===== src/rtl/dmem_arbiter.sv =====
// Arbitrates cpu/dbg access to a single-port data memory; fixed cpu priority with a dbg starvation guard.
// Latency accept->done: write 2 cycles, read 3; requesters are held off (gnt low) while an access is in flight.
module dmem_arbiter #(
    parameter int ADDR_W       = 8,
    parameter int WDATA_W      = 32,
    parameter int RDATA_W      = 64,
    parameter int STARVE_LIMIT = 4
) (
    input  logic               clk,
    input  logic               reset,
    input  logic               cpu_req,
    input  logic               cpu_we,
    input  logic [ADDR_W-1:0]  cpu_addr,
    input  logic [WDATA_W-1:0] cpu_wdata,
    output logic               cpu_gnt,
    output logic               cpu_done,
    input  logic               dbg_req,
    input  logic               dbg_we,
    input  logic [ADDR_W-1:0]  dbg_addr,
    input  logic [WDATA_W-1:0] dbg_wdata,
    output logic               dbg_gnt,
    output logic               dbg_done,
    output logic [RDATA_W-1:0] rsp_rdata,
    output logic               mem_read_flag,
    output logic               mem_write_flag,
    output logic [ADDR_W-1:0]  mem_addr,
    output logic [WDATA_W-1:0] mem_wdata,
    input  logic [RDATA_W-1:0] mem_rdata,
    output logic               busy
);

    localparam logic [1:0] IDLE  = 2'd0;
    localparam logic [1:0] ISSUE = 2'd1;
    localparam logic [1:0] CAPT  = 2'd2;

    localparam logic [3:0] LIMIT = 4'(STARVE_LIMIT);

    logic [1:0] state;
    logic       owner;      // 0 = cpu, 1 = dbg
    logic [3:0] starve_cnt;

    always_comb begin
        cpu_gnt = 1'b0;
        dbg_gnt = 1'b0;
        if (state == IDLE) begin
            if (dbg_req && starve_cnt == LIMIT) dbg_gnt = 1'b1;
            else if (cpu_req)                   cpu_gnt = 1'b1;
            else if (dbg_req)                   dbg_gnt = 1'b1;
        end
    end

    assign busy = (state != IDLE);

    always_ff @(posedge clk or posedge reset) begin
        if (reset) begin
            state          <= IDLE;
            owner          <= 1'b0;
            starve_cnt     <= 4'd0;
            mem_read_flag  <= 1'b0;
            mem_write_flag <= 1'b0;
            mem_addr       <= '0;
            mem_wdata      <= '0;
            rsp_rdata      <= '0;
            cpu_done       <= 1'b0;
            dbg_done       <= 1'b0;
        end else begin
            cpu_done <= 1'b0;
            dbg_done <= 1'b0;
            case (state)
                IDLE: begin
                    if (cpu_req && cpu_gnt) begin
                        owner          <= 1'b0;
                        mem_addr       <= cpu_addr;
                        mem_wdata      <= cpu_wdata;
                        mem_write_flag <= cpu_we;
                        mem_read_flag  <= ~cpu_we;
                        state          <= ISSUE;
                        if (dbg_req && starve_cnt != LIMIT)
                            starve_cnt <= starve_cnt + 4'd1;
                    end else if (dbg_req && dbg_gnt) begin
                        owner          <= 1'b1;
                        mem_addr       <= dbg_addr;
                        mem_wdata      <= dbg_wdata;
                        mem_write_flag <= dbg_we;
                        mem_read_flag  <= ~dbg_we;
                        state          <= ISSUE;
                        starve_cnt     <= 4'd0;
                    end
                end
                ISSUE: begin
                    mem_read_flag  <= 1'b0;
                    mem_write_flag <= 1'b0;
                    // Writes complete here; reads need one more cycle for the registered memory output.
                    if (mem_write_flag) begin
                        state    <= IDLE;
                        cpu_done <= ~owner;
                        dbg_done <= owner;
                    end else begin
                        state <= CAPT;
                    end
                end
                CAPT: begin
                    rsp_rdata <= mem_rdata;
                    cpu_done  <= ~owner;
                    dbg_done  <= owner;
                    state     <= IDLE;
                end
                default: state <= IDLE;
            endcase
        end
    end

endmodule


===== config.mk =====
export PLATFORM = sky130hd
export DESIGN_NAME = dmem_arbiter
export DESIGN_NICKNAME = d
export VERILOG_FILES = /design/src/rtl/dmem_arbiter.sv
export SDC_FILE = /design/constraint.sdc
export NUM_CORES = 1
export LEC_CHECK = 0
export CELL_PAD_IN_SITES_DETAIL_PLACEMENT = 0
export CELL_PAD_IN_SITES_GLOBAL_PLACEMENT = 1
export CORE_UTILIZATION = 27
export DETAILED_ROUTE_END_ITERATION = 6
export GPL_ROUTABILITY_DRIVEN = 0
export PLACE_DENSITY = 0.79
export SETUP_SLACK_MARGIN = 0.02
export SKIP_CTS_REPAIR_TIMING = 1
export SYNTH_ARGS = -nofsm -noshare
export SYNTH_HDL_FRONTEND = slang
export SYNTH_SLANG_ARGS = --single-unit

===== constraint.sdc =====
create_clock -name clk -period 4.5 [get_ports clk]
set_clock_uncertainty 0.1 [all_clocks]
set_input_delay 1.35 -clock clk [delete_from_list [all_inputs] [get_ports clk]]
set_output_delay 1.35 -clock clk [all_outputs]
set_load 0.02 [all_outputs]

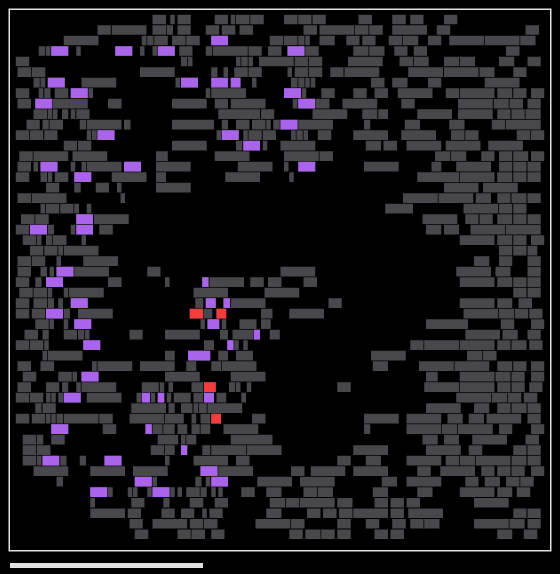
run_1/logic_types.png
Scale bar: 50 um.
[AND-OR and OR-AND gates] red | cells: 4 | most used: o21a_1
[inverting AOI/OAI gates] purple | cells: 52 | most used: o211ai_2
logic share of the area: 24.0%
Commonest Layout Cell: clkdlybuf4s50_1
non-filler cells, final: 932

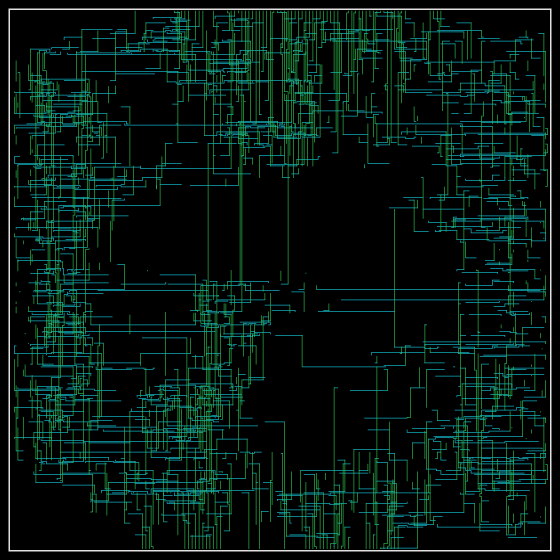
run_1/wires.png
Only two layers are drawn.
[metal 1] cyan | wire length: 6270 um
[metal 2] green | wire length: 6960 um

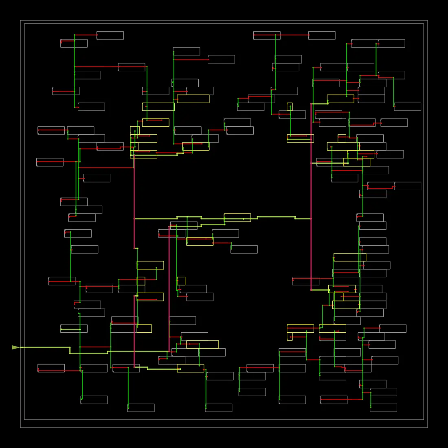
run_1/clocks.png
clk sinks: 115
flip-flops: 115

==> results.sh, run 1 <==
# flow metrics
export IMPL_numSynthFlops=115
export IMPL_clockBufferDepth=2
export IMPL_syn_to_final_growth_pct=68.1
export IMPL_switchingPower_uw=2390
export IMPL_ys_cells=426
export IMPL_rr_endpoint="mem_write_flag"
export IMPL_antenna_found_initial=0
export IMPL_rsz0062_at_grt="false"
export IMPL_vias=4244
export IMPL_drtIter0Drc=123
export IMPL_grt_max_degree=69
export IMPL_vdd_drop_max_mv=0.289
export IMPL_cpPeakStageDelay_ns=0.61
export IMPL_dieArea_mm2=0.0195
export IMPL_die_width_um=140
export IMPL_tns_ns=0
export IMPL_synthArstFlopShare_pct=100
export IMPL_period_used_pct=94.8
export IMPL_status="completed"
export IMPL_floorplan_nets=581
export IMPL_drc=0
export IMPL_fp_util_pct=27.5
export IMPL_finalSetupViolCount=0
export IMPL_postRouteAntennaNets=0
export IMPL_switching_share_pct=36.5
export IMPL_power_frac_comb_pct=49.1
export IMPL_reg2reg_from="state[0]"
export IMPL_crit_start="dbg_req"
export IMPL_hold_start="mem_wdata[30]"
export IMPL_dp_hpwl_mm=10.3
export IMPL_ys_seq_share_pct=56.1
export IMPL_grt_ovfl_total=0
export IMPL_cp_start_kind="input port"
export IMPL_seq_area_mm2=0.00288
export IMPL_vias_per_cell=4.55
export IMPL_layout_top_cells="clkdlybuf4s50_1, dfrtp_1, nand2_1"
export IMPL_warnings=29
export IMPL_core_mm2=0.0186
export IMPL_drive_above_1_share_pct=21.8
export IMPL_tightest_slew_ns=0.808
export IMPL_layout_nets=841
export IMPL_fin_hold_ws_ns=0.391
export IMPL_root_buffer="clkbuf_16"
export IMPL_cp_max_fo=3
export IMPL_wirelength_mm=14.6
export IMPL_fillers=1701
export IMPL_synth_chip_area_mm2=0.00513
export IMPL_fmax_mhz=234
export IMPL_cp_slowest_cell="clkdlybuf4s50_1"
export IMPL_intPower_uw=4150
export IMPL_fp_row_count=50
export IMPL_reg2regPathDepth=6
export IMPL_path_common_cell="clkdlybuf4s50_1"
export IMPL_p_per_area_mw_per_mm2=759
export IMPL_cts_clk_slew_worst_paths_ns=0.06
export IMPL_cts_htree_levels=4
export IMPL_worstSkewPairLatency_ns=0.41
export IMPL_grt_pass1_wl_mm=23.9
export IMPL_syn_area_mm2=0.00513
export IMPL_pin_count=261
export IMPL_grt_pass1_vias=4678
export IMPL_logic_area_mm2=0.00207
export IMPL_crit_family="buffers and inverters"
export IMPL_end_kind="output port"
export IMPL_timing_hold_violations_final=0
export IMPL_flop_cell="dfrtp_1"
export IMPL_edf_count=0
export IMPL_worstPathRequired_ns=3.05
export IMPL_numPortBuffers=260
export IMPL_synthCells=426
export IMPL_first_pass_iters=4
export IMPL_slew_violations=0
export IMPL_fin_crit_ns=4.26
export IMPL_reg2reg_setup_slack_ns=2.22
export IMPL_netlist_cell_type_count=32
export IMPL_p_clk_share_pct=22.5
export IMPL_hold_class="reg2reg"
export IMPL_yosysWarnings=0
export IMPL_hold_depth=2
export IMPL_worst_hold_path_endpoint="mem_wdata[30]"
export IMPL_power_leakage_uw=0.00359
export IMPL_worstPathCellList="clkdlybuf4s50_1, and2_0, and2_1, clkdlybuf4s50_1"
export IMPL_n_antenna_cell=0
export IMPL_die_h_um=140
export IMPL_path_buffers=2
export IMPL_cts_tree="built"
export IMPL_cap_violations=0
export IMPL_sequentialPowerShare_pct=28.4
[run 1: layout make-up]
type / instances / share of cell area (%)
sequential: 115 / 33.4
timing repair buffer: 272 / 31.4
multi-input combinational: 273 / 24.0
clock buffer: 18 / 5.09
tap: 234 / 3.40
clock inverter: 13 / 2.41
inverter: 7 / 0.348
[run 1: state kept, by name (all words and copies together), names as in the netlist]
signal / flops
cpu_done: 1
dbg_done: 1
mem_addr: 8
mem_read_flag: 1
mem_wdata: 32
mem_write_flag: 1
owner: 1
rsp_rdata: 64
starve_cnt: 4
state: 2
[run 1: worst register-to-register path, stage by stage (launching register included)]
cell,delay [ns]
dfrtp_1,0.39
inv_1,0.10
ha_1,0.36
and2_2,0.23
buf_4,0.43
a2111oi_0,0.20
a311o_1,0.35
[run 1: power by group through the flow]
stage               logic [uW]  registers (uW)  clock network, uW
detailed placement        3250            1870                  0
floorplan                 1220            2450                  0
global placement          3190            1850                  0
global route              3430            1930               1570
finish                    3210            1850               1470
CTS                       3260            1860               1520
[run 1: kinds of logic (layout without fill, tap and decap cells)]
group / count (synthesis) / count (layout) / synth area share [%]
AOI/OAI and AO/OA: 56 / 56 / 11.7
DFF: 115 / 115 / 56.1
adders and majority gates: 5 / 5 / 1.22
muxes: 65 / 65 / 14.2
and+or+nand+nor: 147 / 147 / 12.9
buffers and inverters: 38 / 310 / 3.85
[run 1: worst max-delay path by stage]
stage | endpoint | slack, ns | depth (start not counted)
after detailed placement | dbg_gnt | 0.22 | 4
after CTS | dbg_gnt | 0.22 | 4
after global routing | dbg_gnt | 0.18 | 4
after global placement | dbg_gnt | 0.24 | 4
after floorplan | cpu_gnt | 0.92 | 5
final | dbg_gnt | 0.24 | 4
[run 1: synthesized netlist by cell type, types with 3 or more instances]
| master | instances | area share, % |
|---|---|---|
| mux2_2 | 64 | 14 |
| buf_6 | 6 | 1.3 |
| nand2_1 | 88 | 6.4 |
| ha_1 | 5 | 1.2 |
| clkbuf_1 | 17 | 1.2 |
| nand3_1 | 41 | 4.0 |
| nand2b_1 | 3 | 0.37 |
| o21ai_0 | 5 | 0.49 |
| nor2_1 | 3 | 0.22 |
| inv_1 | 7 | 0.51 |
| buf_2 | 8 | 0.78 |
| o211ai_2 | 39 | 9.5 |
| dfrtp_1 | 115 | 56 |
[run 1: per-layer routing]
metal	vias to the layer above	global-route usage, %	wire length (um)
li1	2011	-	-
met5	-	0	0
met4	0	7.52	271
met1	2033	18.1	6270
met2	182	26.4	6960
met3	18	5.02	1130
[run 1: stage by stage]
step	cells	utilization, %	power (uW)	worst slack (ns)	area (um2)
2_1_floorplan	426	-	3670	0.920	5130
3_3_place_gp	901	42.8	5040	0.238	7970
3_5_place_dp	901	42.8	5120	0.218	7970
4_1_cts	932	46.2	6640	0.218	8620
5_1_grt	932	46.2	6930	0.179	8620
6_report	932	46.2	6540	0.235	8620
run_1/io_placement.png
Pins as bars across the die edge, other pins in grey.
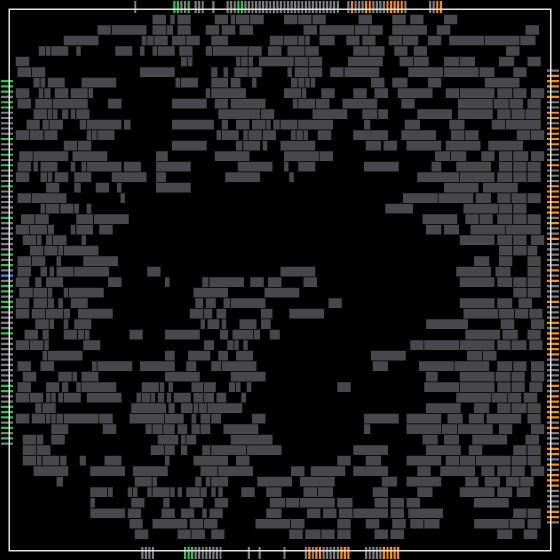

==> run 2: changes to the inputs <==
--- a/config.mk
+++ b/config.mk
@@ -7,10 +7,10 @@
 export LEC_CHECK = 0
 export CELL_PAD_IN_SITES_DETAIL_PLACEMENT = 0
 export CELL_PAD_IN_SITES_GLOBAL_PLACEMENT = 1
-export CORE_UTILIZATION = 27
+export CORE_UTILIZATION = 30
 export DETAILED_ROUTE_END_ITERATION = 6
 export GPL_ROUTABILITY_DRIVEN = 0
-export PLACE_DENSITY = 0.79
+export PLACE_DENSITY = 0.83
 export SETUP_SLACK_MARGIN = 0.02
 export SKIP_CTS_REPAIR_TIMING = 1
 export SYNTH_ARGS = -nofsm -noshare
==> constraint.sdc (replaced) <==
create_clock -name clk -period 4.7 [get_ports clk]
set_clock_uncertainty 0.1 [all_clocks]
set_input_delay 1.41 -clock clk [delete_from_list [all_inputs] [get_ports clk]]
set_output_delay 1.41 -clock clk [all_outputs]
set_load 0.02 [all_outputs]
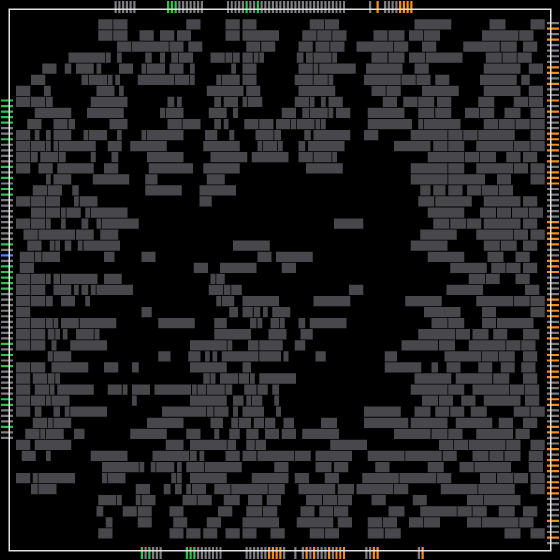
run_2/io_placement.png
Pins as bars across the die edge, other pins in grey.
[`dbg_we`] blue | pins: 1 | direction: input | edge: west
[`cpu_wdata`] green | pins: 32 | direction: input | edge: 22 west, 5 south, 5 north
[`rsp_rdata`] orange | pins: 64 | direction: output | edge: 46 east, 13 south, 5 north
Die Ht: 133 um
Port Buffers: 260
die width: 133 um

==> results.sh, run 2 <==
# flow metrics
export IMPL_status="completed"
export IMPL_yosysWarnings=0
export IMPL_dieArea_mm2=0.0176
export IMPL_flop_cell="dfrtp_1"
export IMPL_rr_endpoint="mem_wdata[19]"
export IMPL_fmax_mhz=228
export IMPL_vdd_drop_max_mv=0.387
export IMPL_clockBufferDepth=2
export IMPL_cpPeakStageDelay_ns=0.61
export IMPL_synthArstFlopShare_pct=100
export IMPL_wl_met3_um=943
export IMPL_clock_sinks=115
export IMPL_wirelength_mm=15.0
export IMPL_p_per_area_mw_per_mm2=726
export IMPL_path_common_cell="clkdlybuf4s50_1"
export IMPL_top_logic_kind="multiplexers"
export IMPL_reg2regPathDepth=6
export IMPL_placed_cell_area_mm2=0.00795
export IMPL_warnings=29
export IMPL_cts_htree_levels=4
export IMPL_tns_ns=0
export IMPL_grt_pass1_wl_mm=23.9
export IMPL_largest_area_cell="dfrtp_1"
export IMPL_drc=0
export IMPL_synth_cellmix_compoundShare_pct=11.7
export IMPL_ys_cells=426
export IMPL_first_pass_iters=4
export IMPL_fp_util_pct=30.8
export IMPL_ys_top_cells_by_area="dfrtp_1, mux2_2, o211ai_2, nand2_1, nand3_1"
export IMPL_drive_above_1_share_pct=21.6
export IMPL_reg2reg_from="state[0]"
export IMPL_layout_nets=840
export IMPL_fin_area_mm2=0.00858
export IMPL_most_common_cell="dfrtp_1"
export IMPL_fp_row_count=47
export IMPL_crit_start="cpu_req"
export IMPL_wl_met2_mm=7.47
export IMPL_ys_seq_share_pct=56.1
export IMPL_slew_violations=0
export IMPL_endpoint="dbg_gnt"
export IMPL_reg_largest_list="rsp_rdata: 64 flops, mem_wdata: 32 flops, mem_addr: 8 flops"
export IMPL_floorplan_nets=581
export IMPL_mostFrequentLayoutCell="clkdlybuf4s50_1"
export IMPL_root_buffer="clkbuf_16"
export IMPL_edf_count=0
export IMPL_numSynthFlops=115
export IMPL_adder_share_pct=1.22
export IMPL_timing_hold_violations_final=0
export IMPL_reg2reg_setup_slack_ns=2.35
export IMPL_period_used_pct=93.2
export IMPL_synth_area_mux_share_pct=14.2
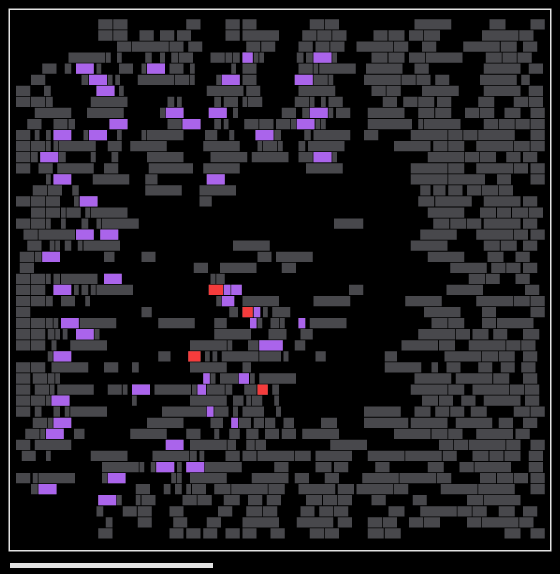
run_2/logic_types.png
Scale bar: 50 um.
[inverting AOI/OAI gates] purple | cells: 52 | most used: o211ai_2
[AND-OR and OR-AND gates] red | cells: 4 | most used: o21a_1 | where: centre

-- run 2: cell counts after synthesis --
Identical to the previous run, type by type.
-- run 2: worst min-delay path by stage --
stage	cells past startpoint	end	slack [ns]
global placement	2	mem_addr[5]	0.37
finish	2	mem_wdata[31]	0.39
detailed placement	2	mem_wdata[9]	0.37
CTS	1	cpu_done	0.39
global route	2	mem_wdata[1]	0.41
floorplan	1	cpu_done	0.32
-- run 2: logic make-up (layout without fill, tap and decap cells) --
kind of cell | Yosys count | after routing
AOI/OAI and AO/OA | 56 | 56
adders and majority gates | 5 | 5
buffers and inverters | 38 | 310
DFF | 115 | 115
muxes | 65 | 65
and+or+nand+nor | 147 | 147
-- run 2: layout make-up --
cell class / instances / area, um2
sequential: 115 / 2880
fill: 1447 / 8060
inverter: 7 / 28.8
tap: 220 / 275
multi-input combinational: 273 / 2070
timing repair buffer: 271 / 2700
clock buffer: 18 / 429
clock inverter: 14 / 203
-- run 2: metrics by stage --
step | instances | setup slack (ns) | hold WS, ns | power (uW)
floorplan | 426 | 0.146 | 0.325 | 3510
global placement | 886 | 0.319 | 0.372 | 4830
detailed placement | 886 | 0.304 | 0.371 | 4910
CTS | 918 | 0.300 | 0.393 | 6320
global route | 918 | 0.229 | 0.409 | 6590
finish | 918 | 0.320 | 0.387 | 6230
-- run 2: routing by layer --
metal  GRT usage, %  vias up
met5              0        -
met4           6.77        0
met3           4.48       13
met2           30.4      188
met1           20.8     2084
li1               -     2011
-- run 2: critical path: cells and delay by family --
family | cells | cell delay (ns)
compound gates | 1 | 0.10
buf+inv | 3 | 1.20
simple gates | 1 | 0.16
-- run 2: power by group --
group,internal (uW),total [uW],switching [uW]
Clock,895,1370,473
Combinational,1530,3070,1550
Sequential,1500,1790,287
Total,3920,6230,2310
Power figures rest on the tool's default switching activity, not on a simulated workload.
